File: config.mk
export PLATFORM = sky130hd
export DESIGN_NAME = paraleloserie_tx
export DESIGN_NICKNAME = d
export VERILOG_FILES = /design/src/rtl/paraleloserie_tx_pkg.sv /design/src/rtl/ps_shift_reg.sv /design/src/rtl/paraleloserie_tx.sv
export SDC_FILE = /design/constraint.sdc
export NUM_CORES = 1
export LEC_CHECK = 0
export ABC_AREA = 1
export CORE_MARGIN = 1
export CORE_UTILIZATION = 52
export DETAILED_ROUTE_END_ITERATION = 16
export GPL_TIMING_DRIVEN = 0
export PLACE_DENSITY = 0.77
export SLEW_MARGIN = 20
export SYNTH_ARGS = -nofsm -noshare
export SYNTH_HDL_FRONTEND = slang
export SYNTH_SLANG_ARGS = --single-unit
File: constraint.sdc
create_clock -name clk32f -period 2.03 [get_ports clk32f]
set_input_delay 0.203 -clock clk32f [delete_from_list [all_inputs] [get_ports clk32f]]
set_output_delay 0.203 -clock clk32f [all_outputs]
set_load 0.05 [all_outputs]
File: src/rtl/paraleloserie_tx_pkg.sv
// Shared definitions for the parallel-to-serial lane transmitter and its
// paired receiver: idle/comma symbol, FSM state encodings and symbol width.
// Bit order is selected at build time by the PS_LSB_FIRST_EN macro; the
// transmitter and the receiver must be built with the same setting.
package paraleloserie_tx_pkg;

    localparam int         PS_WIDTH   = 8;
    localparam logic [7:0] PS_COM_SYM = 8'hBC;

    localparam logic [0:0] ST_SYNC = 1'b0;
    localparam logic [0:0] ST_RUN  = 1'b1;

`ifdef PS_LSB_FIRST_EN
    localparam bit PS_LSB_FIRST = 1'b1;
`else
    localparam bit PS_LSB_FIRST = 1'b0;
`endif

endpackage

File: src/rtl/ps_shift_reg.sv
// Serializer core: WIDTH-bit shift register, free-running bit counter and
// symbol-boundary pulse. A new symbol is loaded on every boundary edge.
// PS_LSB_FIRST_EN selects right shift / LSB output instead of the default
// left shift / MSB output.
module ps_shift_reg #(
    parameter int WIDTH = 8
) (
    input  logic             clk32f,
    input  logic             reset,
    input  logic [WIDTH-1:0] load_data,
    output logic             boundary,
    output logic             out
);

    localparam int              CW   = (WIDTH > 1) ? $clog2(WIDTH) : 1;
    localparam logic [CW-1:0]   LAST = CW'(WIDTH - 1);

    logic [CW-1:0]    bit_cnt;
    logic [WIDTH-1:0] shreg;

    // Reset parks the counter on the last bit so the first edge after release loads a symbol.
    assign boundary = (bit_cnt == LAST);

    // Bit counter: counts every edge, wraps from the last bit back to zero.
    always_ff @(posedge clk32f or negedge reset) begin
        if (!reset) begin
            bit_cnt <= LAST;
        end else if (boundary) begin
            bit_cnt <= '0;
        end else begin
            bit_cnt <= bit_cnt + 1'b1;
        end
    end

    // Shift register: load at the boundary, otherwise shift with zero fill.
    always_ff @(posedge clk32f or negedge reset) begin
        if (!reset) begin
            shreg <= '0;
        end else if (boundary) begin
            shreg <= load_data;
        end else begin
`ifdef PS_LSB_FIRST_EN
            shreg <= {1'b0, shreg[WIDTH-1:1]};
`else
            shreg <= {shreg[WIDTH-2:0], 1'b0};
`endif
        end
    end

`ifdef PS_LSB_FIRST_EN
    assign out = shreg[0];
`else
    assign out = shreg[WIDTH-1];
`endif

endmodule

File: src/rtl/paraleloserie_tx.sv
// Parallel-to-serial lane transmitter. Accepts symbols over valid/ready into
// a one-entry holding buffer and serializes them one bit per clk32f edge,
// filling empty slots with the COM symbol. After reset a run of SYNC_COMS
// COM symbols is sent before ready may assert.
// Build option: PS_LSB_FIRST_EN sends symbols LSB first.
//
// state | meaning
// SYNC  | sending the initial COM run, ready held low
// RUN   | normal operation, buffered data replaces COM at each boundary
module paraleloserie_tx
    import paraleloserie_tx_pkg::*;
#(
    parameter int               WIDTH     = PS_WIDTH,
    parameter logic [WIDTH-1:0] COM_SYM   = WIDTH'(PS_COM_SYM),
    parameter int               SYNC_COMS = 4
) (
    input  logic             clk32f,
    input  logic             reset,
    input  logic [WIDTH-1:0] data_in,
    input  logic             valid_in,
    output logic             ready,
    output logic             out,
    output logic             data_active,
    output logic             sync_done
);

    localparam logic [3:0] LAST_COM = 4'(SYNC_COMS - 1);

    logic [0:0]       state;
    logic [3:0]       com_cnt;
    logic [WIDTH-1:0] buf_data;
    logic             buf_full;
    logic             boundary;
    logic             take_buf;
    logic [WIDTH-1:0] next_sym;

    assign take_buf = buf_full && (state == ST_RUN);
    assign next_sym = take_buf ? buf_data : COM_SYM;
    assign ready    = (state == ST_RUN) && !buf_full;

    ps_shift_reg #(
        .WIDTH (WIDTH)
    ) u_shift (
        .clk32f    (clk32f),
        .reset     (reset),
        .load_data (next_sym),
        .boundary  (boundary),
        .out       (out)
    );

    // Sync FSM: count COM loads, switch to RUN on the last one of the run.
    always_ff @(posedge clk32f or negedge reset) begin
        if (!reset) begin
            state     <= ST_SYNC;
            com_cnt   <= '0;
            sync_done <= 1'b0;
        end else if (boundary && (state == ST_SYNC)) begin
            com_cnt <= com_cnt + 1'b1;
            if (com_cnt == LAST_COM) begin
                state     <= ST_RUN;
                sync_done <= 1'b1;
            end
        end
    end

    // Holding buffer: drained at a boundary, filled on a handshake.
    // ready implies empty, so a drain and a capture never share an edge.
    always_ff @(posedge clk32f or negedge reset) begin
        if (!reset) begin
            buf_full <= 1'b0;
            buf_data <= '0;
        end else if (boundary && take_buf) begin
            buf_full <= 1'b0;
        end else if (valid_in && ready) begin
            buf_full <= 1'b1;
            buf_data <= data_in;
        end
    end

    // Tag the symbol being loaded as data or COM.
    always_ff @(posedge clk32f or negedge reset) begin
        if (!reset) begin
            data_active <= 1'b0;
        end else if (boundary) begin
            data_active <= take_buf;
        end
    end

endmodule

==> results.cfg, run 1 <==
; implementation run metrics
[logic_synthesis]
edf_count = 0
yosysUniqueCellTypes = 14
synth_area_per_cell_um2 = 9.35
flop_cell = dfrtp_1
ys_sh_aoi_pct = 1.17

[timing]
period_used_pct = 90.2
setup_ws_ps = 198
fin_hold_ws_ps = 304
hold_violations = 0

[run_status]
status = finished, final reports clean

[clock_network]
cts_resized = 1
clk_latency_ps = 310
cts_setup_buffers = 0
numCtsBuffers = 3
h-tree-depth = 1

[critical_path]
critical_path.endpoint = ready
max_stage_delay_ps = 570
crit_start = state$_DFFE_PN0P_

[final_layout]
top_area_cell_class = registers
syn_to_final_growth_pct = 19.1

[power_and_ir_drop]
p_leak_nw = 0.669

[detailed_routing]
vias = 740
drc_errors = 0
dr.pass1.iters = 4

[global_routing]
busiest_layer = met2
met3_usage_pct = 2.31
grt_antenna_before_repair = 0

[floorplanning]
ioPinCount = 15
taps = 27

[worst_hold_path]
whs_endpoint = buf_data[0]$_DFFE_PN0P_

[place]
dp_slack_ps = 264
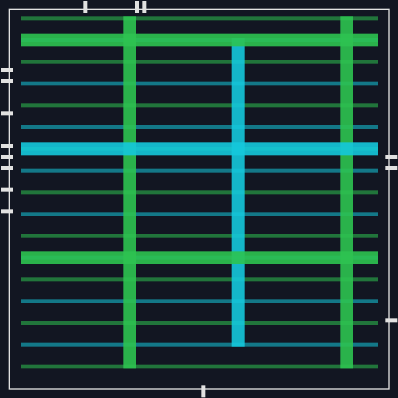
Fig. 1. Supply network (run 1).
(8 px per um) Pins as bars on the die edge.
- VDD: cyan
- VSS: green
- met5 straps: 3
- met4 straps: 3
- signal pins: 15
Peak VDD IR: 0.503 mV
Die X: 47.3 um
die height: 47.3 um
CORE AREA: 1940 um2

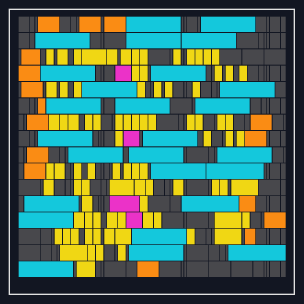
Fig. 2. Cell classes on the final placement (run 1).
(6 px per um) Fill, decap, tap and diode cells in gray.
- registers: cyan (cells 26; share of their area 53%)
- remaining buffers and delay cells: orange (cells 16; share of their area 12%)
- clock drivers and dummy loads: magenta (cells 4; share of their area 2.9%)
- remaining logic cells: yellow (cells 86; share of their area 32%)

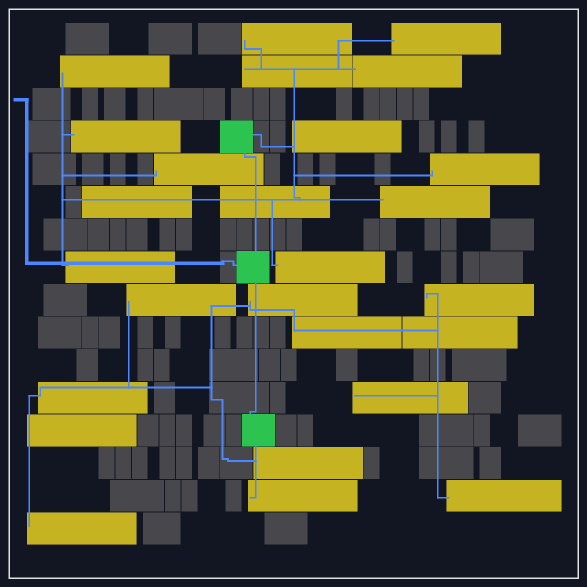
Fig. 3. Clock distribution (run 1).
(12 px per um)
- flip-flops: yellow (count 26)
- clock-net drivers: green (count 3)
- clock wires: blue (length 270 um)
- flops lie: widely spread
- routed clock nets: 4
P_clk: 0.252 mW
Worst Skew: 1.79 ps

==> run 2, diff against run 1 <==
--- a/config.mk
+++ b/config.mk
@@ -9,8 +9,10 @@
 export CORE_MARGIN = 1
 export CORE_UTILIZATION = 52
 export DETAILED_ROUTE_END_ITERATION = 16
+export GPL_ROUTABILITY_DRIVEN = 1
 export GPL_TIMING_DRIVEN = 0
 export PLACE_DENSITY = 0.77
+export SKIP_LAST_GASP = 1
 export SLEW_MARGIN = 20
 export SYNTH_ARGS = -nofsm -noshare
 export SYNTH_HDL_FRONTEND = slang
==> results.cfg, run 2 <==
; implementation run metrics
[run_status]
status = finished, final reports clean

[timing]
fin_hold_ws_ps = 304
hold_violations = 0
fin_skew_ps = 1.79
setup_ws_ps = 198

[clock_network]
cts_setup_buffers = 0
h-tree-depth = 1
numCtsBuffers = 3

[global_routing]
grt_antenna_before_repair = 0
met3_usage_pct = 2.31

[detailed_routing]
drc_errors = 0
dr.pass1.iters = 4
vias = 740

[critical_path]
critical_path.endpoint = ready
max_stage_delay_ps = 570

[floorplanning]
ioPinCount = 15
core_area_um2 = 1940
taps = 27

[worst_hold_path]
whs_endpoint = buf_data[0]$_DFFE_PN0P_

[logic_synthesis]
flop_cell = dfrtp_1
yosysUniqueCellTypes = 14
edf_count = 0

[place]
dp_slack_ps = 264

[final_layout]
syn_to_final_growth_pct = 19.1

[power_and_ir_drop]
p_clk_mw = 0.252
peakVddDrop_mv = 0.503
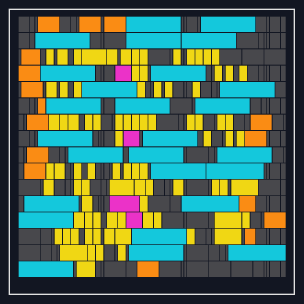
Fig. 4. Cell classes on the final placement (run 2).
(6 px per um) Fill, decap, tap and diode cells in gray.
Util after Layout: 65.4%
design area: 1270 um2

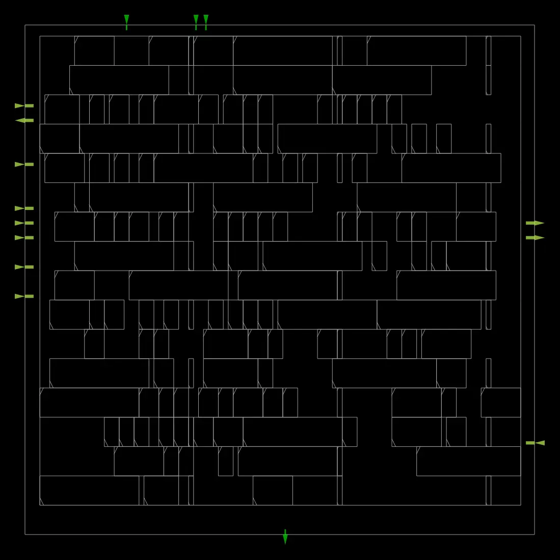
Fig. 5. Placement view (run 2).
Seq/total area: 51.5%
final cell count without fillers: 159
FFs & Latches: 26

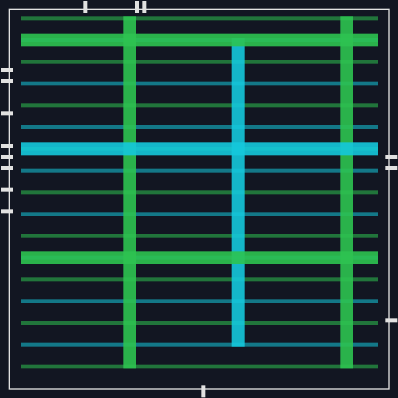
Fig. 6. Supply network (run 2).
(8 px per um) Pins as bars on the die edge.
- VSS: green
- VDD: cyan
- rows: 16
- met1 rails: 17

No activity file was given, so power comes from the tool's default toggle rates.
